===== config.mk =====
export PLATFORM = sky130hd
export DESIGN_NAME = ins_fetch_mem
export DESIGN_NICKNAME = d
export VERILOG_FILES = /design/src/rtl/ins_fetch_mem.sv
export SDC_FILE = /design/constraint.sdc
export NUM_CORES = 1
export LEC_CHECK = 0
export CAP_MARGIN = 40
export CORE_MARGIN = 5
export CORE_UTILIZATION = 39
export DETAILED_ROUTE_END_ITERATION = 7
export GPL_TIMING_DRIVEN = 1
export SYNTH_ARGS = -nofsm -noshare
export SYNTH_HDL_FRONTEND = slang
export SYNTH_SLANG_ARGS = --single-unit
export TNS_END_PERCENT = 30

===== constraint.sdc =====
create_clock -name clk -period 8.5 [get_ports clk]
set_input_delay 1.275 -clock clk [delete_from_list [all_inputs] [get_ports clk]]
set_output_delay 1.275 -clock clk [all_outputs]
set_load 0.1 [all_outputs]

===== src/rtl/ins_fetch_mem.sv =====
// rtl/ins_fetch_mem.sv - instruction memory with streamed program loader and 1-cycle fetch port
//
// A program is streamed in with ld_start followed by ld_valid/ld_data/ld_last
// words. Once the load completes, the block serves fetches by byte PC with a
// registered 1-cycle result.
//
// Ports:
//   clk, rst_n           clock, asynchronous active-low reset
//   ld_start             begin a program load (IDLE/RUN only)
//   ld_valid, ld_data    load word handshake; accepted when ld_ready=1
//   ld_last              marks the final load word
//   ld_ready             loader accepts a word this cycle
//   ld_done              one-cycle pulse when a load completes
//   fetch_req, stall, pc fetch request, pipeline stall, byte address
//   ins, ins_valid       fetched instruction and its freshness flag
//   fault                ins comes from a faulted fetch
module ins_fetch_mem #(
  parameter int                 DATA_W   = 32,
  parameter int                 ADDR_W   = 5,
  parameter int                 PC_W     = 32,
  parameter logic [DATA_W-1:0]  NOP_WORD = '0
) (
  input  logic              clk,
  input  logic              rst_n,
  input  logic              ld_start,
  input  logic              ld_valid,
  input  logic [DATA_W-1:0] ld_data,
  input  logic              ld_last,
  output logic              ld_ready,
  output logic              ld_done,
  input  logic              fetch_req,
  input  logic              stall,
  input  logic [PC_W-1:0]   pc,
  output logic [DATA_W-1:0] ins,
  output logic              ins_valid,
  output logic              fault
);

  localparam int DEPTH = 1 << ADDR_W;
  // wptr value of the DEPTH-th word; accepting it ends the load so wptr never wraps
  localparam logic [ADDR_W:0] LAST_PTR = (ADDR_W+1)'(DEPTH - 1);

  typedef enum logic [1:0] {
    IDLE = 2'd0,
    LOAD = 2'd1,
    RUN  = 2'd2
  } state_t;

  state_t            state;
  logic [ADDR_W:0]   wptr;
  logic [ADDR_W:0]   cnt;
  logic [DATA_W-1:0] mem [DEPTH];

  logic [ADDR_W-1:0] idx;
  logic [PC_W-1:0]   pc_hi;
  logic              fetch_fault;
  logic              accept;

  assign idx    = pc[ADDR_W+1:2];
  // any bit above the word index makes the address out of range
  assign pc_hi  = pc >> (ADDR_W + 2);
  assign fetch_fault = (pc[1:0] != 2'b00) || (pc_hi != '0) || ({1'b0, idx} >= cnt);
  // ld_ready is only ever high in LOAD, so this is the full accept condition
  assign accept = ld_valid && ld_ready;

  // Memory has no reset: contents survive reset, cnt=0 keeps them unreachable
  always_ff @(posedge clk) begin
    if (accept) begin
      mem[wptr[ADDR_W-1:0]] <= ld_data;
    end
  end

  always_ff @(posedge clk or negedge rst_n) begin
    if (!rst_n) begin
      state     <= IDLE;
      wptr      <= '0;
      cnt       <= '0;
      ins       <= NOP_WORD;
      ins_valid <= 1'b0;
      fault     <= 1'b0;
      ld_ready  <= 1'b0;
      ld_done   <= 1'b0;
    end else begin
      ld_done <= 1'b0;

      case (state)
        IDLE, RUN: begin
          if (ld_start) begin
            state    <= LOAD;
            wptr     <= '0;
            cnt      <= '0;
            ld_ready <= 1'b1;
          end
        end
        LOAD: begin
          // ld_start is deliberately ignored here: no restart mid-load
          if (accept) begin
            wptr <= wptr + 1'b1;
            cnt  <= cnt + 1'b1;
            if (ld_last || (wptr == LAST_PTR)) begin
              state    <= RUN;
              ld_ready <= 1'b0;
              ld_done  <= 1'b1;
            end
          end
        end
        default: begin
          state    <= IDLE;
          ld_ready <= 1'b0;
        end
      endcase

      // Fetch path. ld_start wins over a same-cycle fetch; stall freezes outputs.
      if ((state != RUN) || ld_start) begin
        ins_valid <= 1'b0;
        fault     <= 1'b0;
      end else if (!stall) begin
        if (fetch_req) begin
          ins       <= fetch_fault ? NOP_WORD : mem[idx];
          fault     <= fetch_fault;
          ins_valid <= 1'b1;
        end else begin
          ins_valid <= 1'b0;
          fault     <= 1'b0;
        end
      end
    end
  end

endmodule


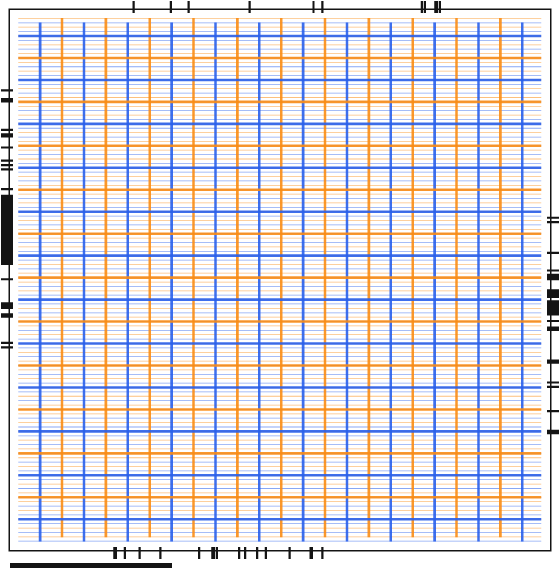
**Above:** supply network.
The bar under the picture is 100 um long. Pins as bars on the die edge.
Blue stands for VSS. Orange stands for VDD.
107 signal pins sit on the boundary. The core has 119 rows. 120 met1 rails follow the rows.

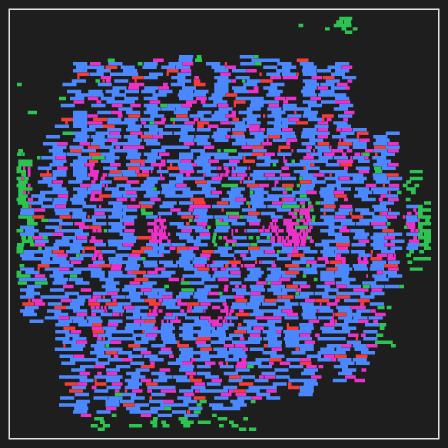
**Above:** cells colored by class.
Red stands for clock drivers and dummy loads, cells 201. Magenta stands for combinational and other logic, cells 640. Green stands for remaining buffers and delay cells, cells 228. Blue stands for sequential cells, cells 1074.

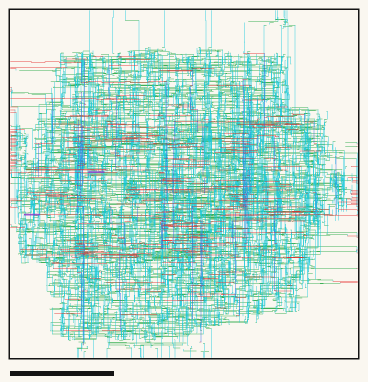
**Above:** wiring by layer.
The bar under the picture is 100 um long.
Purple stands for metal 5, wire length 27.6 um. Green stands for metal 1, wire length 43.9 mm. Red stands for metal 3, wire length 7310 um. Blue stands for metal 4, wire length 2400 um. Cyan stands for metal 2, wire length 47.8 mm.

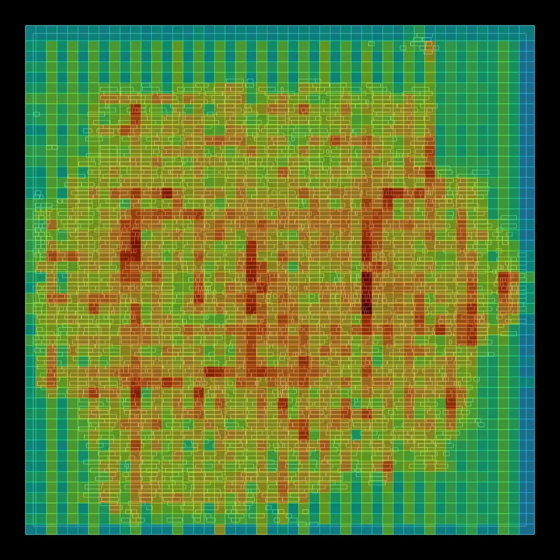
**Above:** routing congestion map.
Final Util: 0.466
busiest grt layer: met2

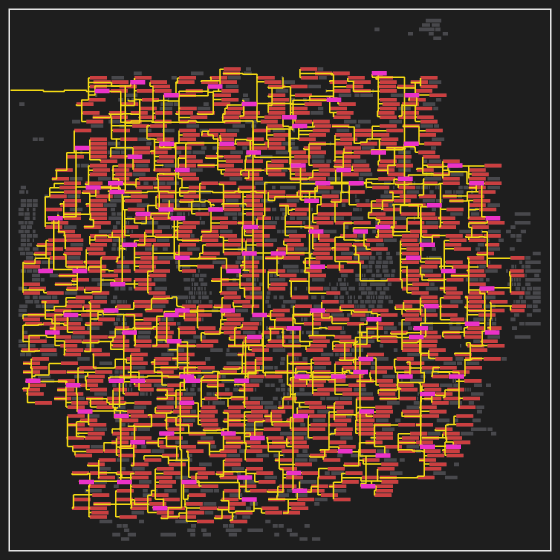
**Above:** clock wires, drivers and flops.
Red stands for flip-flops, count 1074. Yellow stands for clock wires, length 11700 um. Magenta stands for clock drivers, count 107.
Position of the flops: all over the die. There are 108 routed clock nets.

==> impl_metrics.ini <==
; implementation run metrics
[clock_network]
postCtsResizedCells = 0
clkTransAtPathRegs_ns = 0.06
clockRootBuffer = clkbuf_16
hold_buffers = 0
tritoncts = built
cts_buffers = 107
post_cts_buffers = 0

[min_path]
hold_class = reg2reg
min_path_cells = 2

[routing]
firstDrtPassIters = 5
routed_via_density = 5.64
routedWlPerCell_um = 28.7
drt_iter0_drc = 2392
vias = 19946

[critical_path]
critPathMaxStageDelay_ns = 0.76
crit_fanout = 76
crit_chain = clkbuf_8 -> buf_4 -> or3_1 -> buf_4 -> o221ai_1 -> a221o_1 -> o21ai_0
start_kind = primary input
crit_type = in2reg
crit_path_top_delay_cell = buf_4
cpMostUsedCell = buf_4
critPathLaunch = pc[3]
reg2reg_depth = 4
endpoint_kind = register
reg2reg_to = mem[12][5]
cp.required_ns = 9.07

[cells_and_area]
drive_gt1_frac = 0.279
final_common_cell = edfxtp_1
stdcell_count = 3536
syn_to_final_growth_pct = 19.2

[grt]
grt_max_degree = 79
overflow = 0
grt_pass1_vias = 20746
grt_pass1_wl_um = 147000
grt.total_usage = 0.181

[placed_design]
portBuffers = 106
gp_congestion = 0.792
pre_cts_ws_ns = 4.24
hpwl_um = 58500

[timing]
post-route-period-util = 0.427
slew_viol_final = 0
fin_skew_ns = 0.0252
setup_viol = 0
hold_violations = 0
rsz0062_at_grt = no
slew_headroom = 0.363
setup_tns_ns = 0

[floorplan]
fp.dieW_um = 334
dieArea_mm2 = 0.112
core_area_mm2 = 0.105
die_y_um = 334
fp_util = 0.391
ios = 107

[yosys]
fp_nets = 1888
post_synth_num_cell_types = 46
netlist.area_leader.share = 0.749
synthCells = 1807
ys_seq_share = 0.780
syn_area_mm2 = 0.0410
synth.area.top_cells = edfxtp_1, mux4_2, dfrtp_1, mux2i_1, o221ai_1
syn_avg_cell_area_um2 = 22.7
synth-seq-cells = 1074
largest_area_cell = edfxtp_1

[job]
drv_cap = 0
warnings = 30

[run_status]
status = completed

[power]
p_leak_nw = 15.6
vdd_ir_drop_max_uv = 184
[Yosys cell counts, drive strengths merged]
cell type	number
a2111oi	1
a21oi	2
a221o	21
a22o	1
a31o	1
and2	2
and3	2
buf	62
clkbuf	31
dfrtp	50
edfxtp	1024
ha	10
inv	10
mux2	2
mux2i	67
mux4	256
nand2	68
nand2b	1
nand3	4
nand3b	8
nand4	4
nor2	50
nor2b	1
nor3	1
nor3b	3
nor4	5
o2111ai	1
o211ai	1
o21ai	28
o21bai	1
o221ai	41
o22a	21
o31ai	12
or3	3
or3b	3
or4	1
xnor2	5
xor2	3
[final cells by class]
type / instances / area [um^2]
Multi-Input combinational cell: 630 / 8710
Fill cell: 8607 / 55900
Sequential cell: 1074 / 32000
Inverter: 10 / 37.5
Timing Repair Buffer: 228 / 2830
Clock buffer: 130 / 2820
Antenna cell: 2 / 5.00
Tap cell: 1391 / 1740
Clock inverter: 71 / 762
[stage by stage]
stage / area [um^2] / power, mW / util / hold WS, ns
finish: 48900 / 11.5 / 0.466 / 0.491
detailed placement: 45200 / 6.84 / 0.432 / 0.491
CTS: 48800 / 11.6 / 0.466 / 0.504
global route: 48900 / 11.8 / 0.466 / 0.518
global placement: 43900 / 6.78 / 0.419 / 0.494
floorplan: 41000 / 6.48 / - / 0.495
[per-layer routing]
layer  track usage  vias to the layer above  share of wire
met5             0                        -        0.00027
met4        0.0405                        4          0.024
met3        0.0332                      150          0.072
met2         0.286                      826           0.47
met1         0.264                    10782           0.43
li1              -                     8184              -
[state kept, by name, summed over array words and instances (netlist names)]
signal and flops:
fault 1, ins 32, wptr 6, ld_ready 1, state 2, ld_done 1, ins_valid 1, mem 1024
cnt 6
[power breakdown]
group / total [mW] / switching, mW / internal (mW)
registers: 5.96 / 0.0407 / 5.92
clock network: 4.75 / 1.98 / 2.76
logic: 0.765 / 0.473 / 0.292
total: 11.5 / 2.50 / 8.98
[worst max path at each step]
stage / endpoint / depth (start not counted)
after floorplan: mem[13][0] / 3
final: ins[15] / 7
after CTS: ins[28] / 9
after global placement: ins[29] / 7
after detailed placement: ins[15] / 7
after global routing: ins[28] / 9
[worst max-delay path, delay by kind of cell]
kind | cells | cell delay, ns
AND-OR/OR-AND | 3 | 0.59
buffers and inverters | 3 | 1.73
AND/OR/NAND/NOR | 1 | 0.43
[logic make-up (layout without fill, tap and decap cells)]
| family | count (synthesis) | count (layout) | share of synthesized area |
|---|---|---|---|
| other cells | 0 | 2 | 0 |
| simple gates | 156 | 156 | 0.0172 |
| compound gates | 131 | 131 | 0.0269 |
| mux | 325 | 325 | 0.157 |
| flops | 1074 | 1074 | 0.780 |
| fa+ha+maj | 10 | 10 | 0.00305 |
| buf+inv | 103 | 439 | 0.0138 |
| xor+xnor | 8 | 8 | 0.00171 |
Power and IR drop assume default switching activity.
